File: src/rtl/hazard_pkg.sv
// Shared definitions for the multi-cycle load hazard unit: address width
// default, legal load-latency range, scoreboard entry layout and the
// per-cycle pipeline control decision.
package hazard_pkg;

    localparam int unsigned HZ_AW_DEFAULT    = 5;
    localparam int unsigned HZ_AW_MAX        = 8;
    localparam int unsigned HZ_LOAD_LAT_MIN  = 1;
    localparam int unsigned HZ_LOAD_LAT_MAX  = 4;

    // One in-flight load whose data is not yet forwardable. The address
    // field is sized for the widest supported AW; narrower AW is zero-extended.
    typedef struct packed {
        logic                 valid;
        logic [HZ_AW_MAX-1:0] wa;
    } sb_entry_t;

    // Pipeline control decision for the current cycle, highest priority first:
    // reset, redirect flush, load-use stall, normal flow.
    typedef enum logic [1:0] {
        CTL_IDLE  = 2'd0,
        CTL_RUN   = 2'd1,
        CTL_STALL = 2'd2,
        CTL_FLUSH = 2'd3
    } hz_ctl_e;

    function automatic logic hz_lat_ok(input int unsigned lat);
        return (lat >= HZ_LOAD_LAT_MIN) && (lat <= HZ_LOAD_LAT_MAX);
    endfunction

endpackage

File: src/rtl/load_scoreboard.sv
// Tracks loads that have left EX but whose data is still LOAD_LAT-1 cycles
// away from being forwardable, and flags ID sources that depend on them
// (or on a qualifying load currently in EX).
module load_scoreboard
    import hazard_pkg::*;
#(
    parameter int unsigned AW       = HZ_AW_DEFAULT,
    parameter int unsigned LOAD_LAT = 1
) (
    input  logic          i_clk,
    input  logic          i_rst,
    input  logic [AW-1:0] i_id_rs,
    input  logic [AW-1:0] i_id_rt,
    input  logic          i_id_rs_used,
    input  logic          i_id_rt_used,
    input  logic          i_ex_valid,
    input  logic          i_ex_mem_read,
    input  logic          i_ex_reg_write,
    input  logic [AW-1:0] i_ex_wa,
    output logic          o_rs_match,
    output logic          o_rt_match
);

    localparam int unsigned DEPTH = LOAD_LAT - 1;

    logic w_ex_load;
    logic w_sb_rs_hit;
    logic w_sb_rt_hit;

    // A load in EX that writes a real (nonzero) register
    assign w_ex_load = i_ex_valid & i_ex_mem_read & i_ex_reg_write & (i_ex_wa != '0);

    generate
        if (DEPTH > 0) begin : g_sb
            sb_entry_t r_sb [DEPTH];

            // Shift register of in-flight loads; keeps moving during stall/flush
            always_ff @(posedge i_clk) begin
                if (i_rst) begin
                    for (int unsigned k = 0; k < DEPTH; k++) begin
                        r_sb[k].valid <= 1'b0;
                    end
                end else begin
                    r_sb[0].valid <= w_ex_load;
                    r_sb[0].wa    <= HZ_AW_MAX'(i_ex_wa);
                    for (int unsigned k = 1; k < DEPTH; k++) begin
                        r_sb[k] <= r_sb[k-1];
                    end
                end
            end

            // Any valid entry writing a requested source register
            always_comb begin
                w_sb_rs_hit = 1'b0;
                w_sb_rt_hit = 1'b0;
                for (int unsigned k = 0; k < DEPTH; k++) begin
                    if (r_sb[k].valid && (r_sb[k].wa == HZ_AW_MAX'(i_id_rs))) begin
                        w_sb_rs_hit = 1'b1;
                    end
                    if (r_sb[k].valid && (r_sb[k].wa == HZ_AW_MAX'(i_id_rt))) begin
                        w_sb_rt_hit = 1'b1;
                    end
                end
            end
        end else begin : g_nosb
            logic w_unused;
            assign w_unused    = &{1'b0, i_clk, i_rst};
            assign w_sb_rs_hit = 1'b0;
            assign w_sb_rt_hit = 1'b0;
        end
    endgenerate

    assign o_rs_match = i_id_rs_used & (i_id_rs != '0) &
                        ((w_ex_load & (i_ex_wa == i_id_rs)) | w_sb_rs_hit);
    assign o_rt_match = i_id_rt_used & (i_id_rt != '0) &
                        ((w_ex_load & (i_ex_wa == i_id_rt)) | w_sb_rt_hit);

endmodule

File: src/rtl/hazard_unit_mc.sv
// Load-use hazard unit with configurable load latency. Stalls ID while a
// source depends on a load whose data is not yet forwardable; a taken
// branch flushes instead and overrides the stall.
// Optional statistics counters are built only with HAZARD_STATS_EN defined.
module hazard_unit_mc
    import hazard_pkg::*;
#(
    parameter int unsigned AW       = HZ_AW_DEFAULT,
    parameter int unsigned LOAD_LAT = 1,
    parameter int unsigned STAT_W   = 32
) (
    input  logic              clk,
    input  logic              rst,
    input  logic [AW-1:0]     id_rs,
    input  logic [AW-1:0]     id_rt,
    input  logic              id_rs_used,
    input  logic              id_rt_used,
    input  logic              ex_valid,
    input  logic              ex_mem_read,
    input  logic              ex_reg_write,
    input  logic [AW-1:0]     ex_wa,
    input  logic              branch_taken,
    output logic              pc_write,
    output logic              ifid_flush,
    output logic              idex_bubble,
    output logic              stall,
    output logic [STAT_W-1:0] stall_cycles,
    output logic [STAT_W-1:0] flush_cycles
);

    logic    w_rs_match;
    logic    w_rt_match;
    logic    w_match;
    hz_ctl_e w_ctl;

    load_scoreboard #(
        .AW       (AW),
        .LOAD_LAT (LOAD_LAT)
    ) u_sb (
        .i_clk          (clk),
        .i_rst          (rst),
        .i_id_rs        (id_rs),
        .i_id_rt        (id_rt),
        .i_id_rs_used   (id_rs_used),
        .i_id_rt_used   (id_rt_used),
        .i_ex_valid     (ex_valid),
        .i_ex_mem_read  (ex_mem_read),
        .i_ex_reg_write (ex_reg_write),
        .i_ex_wa        (ex_wa),
        .o_rs_match     (w_rs_match),
        .o_rt_match     (w_rt_match)
    );

    assign w_match = w_rs_match | w_rt_match;

    // Prioritised control decision: reset, then flush, then stall
    always_comb begin
        w_ctl = CTL_RUN;
        if (rst) begin
            w_ctl = CTL_IDLE;
        end else if (branch_taken) begin
            w_ctl = CTL_FLUSH;
        end else if (w_match) begin
            w_ctl = CTL_STALL;
        end
    end

    // Decode the decision into pipeline control strobes
    always_comb begin
        stall       = 1'b0;
        pc_write    = 1'b1;
        ifid_flush  = 1'b0;
        idex_bubble = 1'b0;
        unique case (w_ctl)
            CTL_STALL: begin
                stall       = 1'b1;
                pc_write    = 1'b0;
                idex_bubble = 1'b1;
            end
            CTL_FLUSH: begin
                ifid_flush  = 1'b1;
                idex_bubble = 1'b1;
            end
            default: begin
            end
        endcase
    end

`ifdef HAZARD_STATS_EN
    logic [STAT_W-1:0] r_stall_cnt;
    logic [STAT_W-1:0] r_flush_cnt;

    // Saturating event counters for stall and flush cycles
    always_ff @(posedge clk) begin
        if (rst) begin
            r_stall_cnt <= '0;
            r_flush_cnt <= '0;
        end else begin
            if ((w_ctl == CTL_STALL) && (r_stall_cnt != '1)) begin
                r_stall_cnt <= r_stall_cnt + 1'b1;
            end
            if ((w_ctl == CTL_FLUSH) && (r_flush_cnt != '1)) begin
                r_flush_cnt <= r_flush_cnt + 1'b1;
            end
        end
    end

    assign stall_cycles = r_stall_cnt;
    assign flush_cycles = r_flush_cnt;
`else
    assign stall_cycles = '0;
    assign flush_cycles = '0;
`endif

endmodule

File: config.mk
export PLATFORM = sky130hd
export DESIGN_NAME = hazard_unit_mc
export DESIGN_NICKNAME = d
export VERILOG_FILES = /design/src/rtl/hazard_pkg.sv /design/src/rtl/load_scoreboard.sv /design/src/rtl/hazard_unit_mc.sv
export SDC_FILE = /design/constraint.sdc
export NUM_CORES = 1
export LEC_CHECK = 0
export CORE_UTILIZATION = 24
export DETAILED_ROUTE_END_ITERATION = 10
export PLACE_DENSITY = 0.93
export RECOVER_POWER = 50
export SYNTH_ARGS = -nofsm -noshare
export SYNTH_HDL_FRONTEND = slang
export SYNTH_SLANG_ARGS = --single-unit
export TNS_END_PERCENT = 30
File: constraint.sdc
create_clock -name vclk -period 1.2
set_input_delay 0.18 -clock vclk [all_inputs]
set_output_delay 0.18 -clock vclk [all_outputs]
set_load 0.02 [all_outputs]
pins.png
Pins as bars across the die edge, other pins in gray.
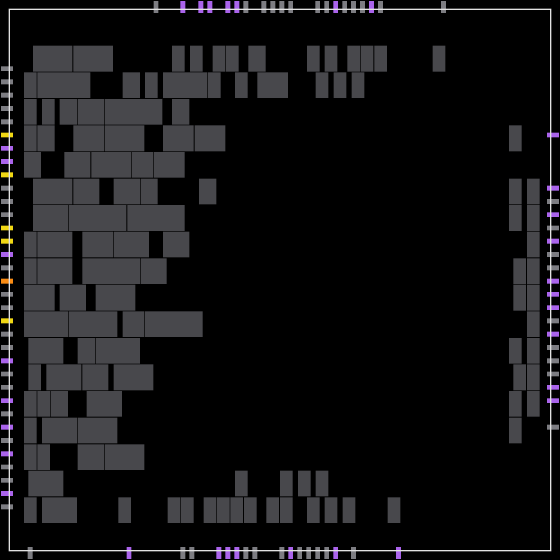
Key: yellow = id_rs [pins 5, direction input, edge left]; orange = ifid_flush [pins 1, direction output, edge left]; purple = stall_cycles [pins 32, direction output, edge 10 right, 8 left, 7 top, 7 bottom]
port bufs: 26
Die Ht: 55.3 um
die width: 55.3 um

cell_classes.png
Fill, decap, tap and diode cells in gray.
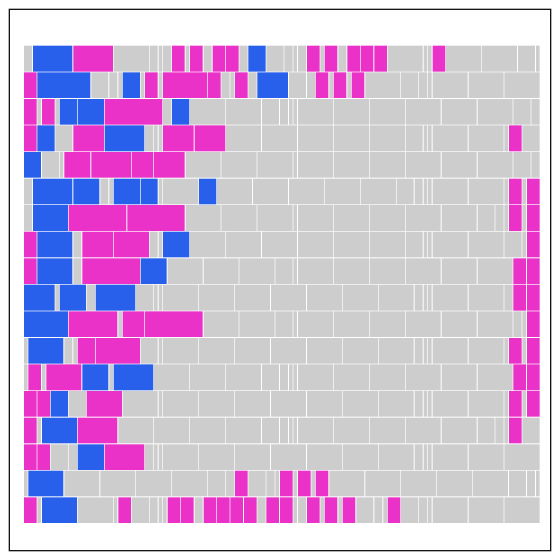
Key: blue = other buffers and delay cells [cells 33, share of their area 35%]; magenta = all other logic [cells 88, share of their area 65%]

gate_families.png
Bar = 20 um.
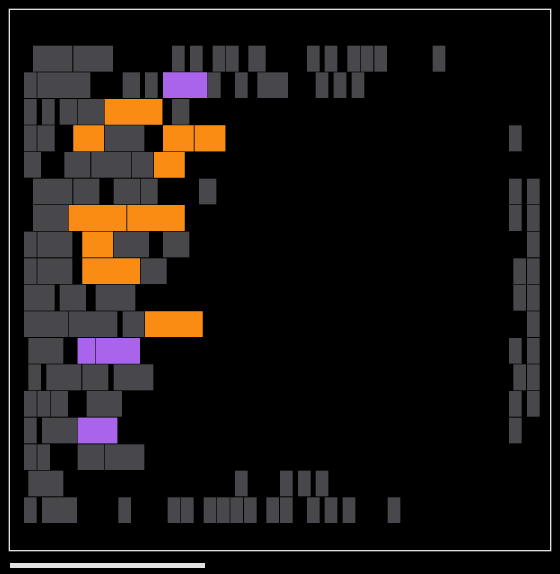
Key: orange = XOR/XNOR gates [cells 10]; purple = inverting AOI/OAI gates [cells 4, most used o211ai_2]
Post-Layout Cell Count: 151
Comb/total area: 61.6%
Commonest Layout Cell: conb_1

metal_stack.png
Only two layers are drawn.
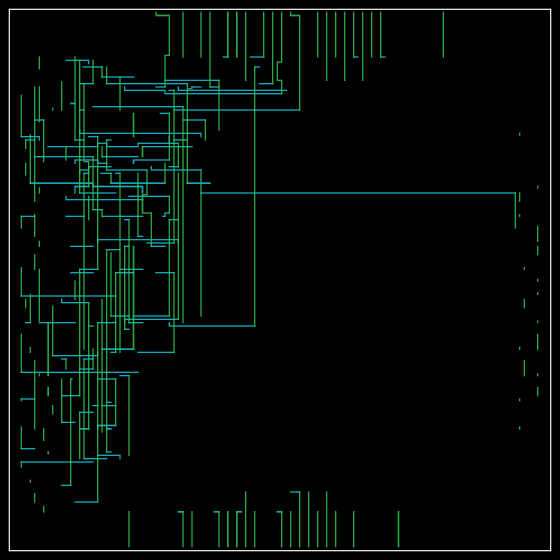
Key: cyan = met1 [wire length 373 um]; green = met2 [wire length 724 um]

==> results.json <==
{
  "status": "finished with violations",
  "violations": "setup timing",
  "yosysWarnings": 0,
  "seq-power_uw": 0,
  "antenna_found_initial": 0,
  "setup_viol": 3,
  "ys_seq_share_pct": 0,
  "dp_hpwl_um": 1030,
  "ir_worst_vdd_uv": 207,
  "setup_ws_ps": -400,
  "cpMostUsedCell": "buf_6",
  "top_layer": "met3",
  "clock_power_uw": 0,
  "critical-path-max-stage-delay_ps": 370,
  "first_global_vias": 374,
  "avgSynthCellArea_um2": 7.66,
  "gp_congestion": 0.628,
  "comb.multi_input.count": 88,
  "antenna_cells": 0,
  "met3WireLength_um": 105,
  "route.met2.wl_um": 724,
  "hold_buffers": 0,
  "most_common_cell": "buf_4",
  "inverters": 0,
  "syn_area_um2": 682,
  "vias": 495,
  "ys_sh_aoi_pct": 6.97,
  "seqAreaFraction_pct": 0,
  "rows": 18,
  "met1_length_um": 372,
  "viasPerCell": 3.28,
  "ctsResizeCount": 91,
  "clock_power_share_pct": 0,
  "use_met2_pct": 15.7,
  "initial_core_util_pct": 26.3,
  "drtPass1Iterations": 2,
  "critPathSlowestCell": "or3_4",
  "seqPwrFrac_pct": 0,
  "cp_top_family": "simple AND/OR/NAND/NOR gates",
  "finalCritPeriodShare_pct": 133,
  "ioPinCount": 91,
  "leakage_uw": 0.000458,
  "n_fill_cell": 278,
  "power_uw": 354,
  "clkbuf_count": 0,
  "drtIter0Drc": 5,
  "fin_area_um2": 818,
  "placed_cells": 151,
  "ys_sh_simple_pct": 9.17,
  "num_tap_cells": 30,
  "finalHoldViolCount": 0,
  "dieArea_mm2": 0.00306,
  "ys_cells": 89,
  "top_cells_by_area": "buf_4 70%, xnor2_1 13%, o211ai_2 3.7%, or4_1 3.3%, nand4_1 1.8%",
  "top_logic_kind": "buffers and inverters",
  "placed_area_um2": 806,
  "pwr-share-comb_pct": 100.0,
  "layout.area.top_class": "combinational gates",
  "core_area_mm2": 0.00259,
  "swShare_pct": 68.8,
  "cp_num_cells": 7,
  "power-top-group": "combinational cells",
  "combGateArea_um2": 504,
  "grt_max_degree": 6
}
==> worst min-delay path: cells and delay by family <==
| family | cells | cell delay (ps) |
|---|---|---|
| and+or+nand+nor | 1 | 50 |
| buffers and inverters | 2 | 290 |
==> how the worst min path moves through the flow <==
| stage | from | to | slack (ps) | depth (start not counted) |
|---|---|---|---|---|
| after floorplan | branch_taken | stall | 410 | 1 |
| after global placement | rst | ifid_flush | 1410 | 3 |
| after detailed placement | rst | ifid_flush | 1420 | 3 |
| after CTS | ex_wa[4] | pc_write | 910 | 4 |
| after global routing | rst | ifid_flush | 710 | 3 |
| final | rst | ifid_flush | 700 | 3 |
==> kinds of logic (layout without fill, tap and decap cells) <==
logic type,after synthesis,after routing
and+or+nand+nor,9,9
buffers and inverters,64,33
AOI/OAI and AO/OA,5,5
other,1,64
xor gates and xnor gates,10,10
Power is estimated from default activity; no workload was simulated.
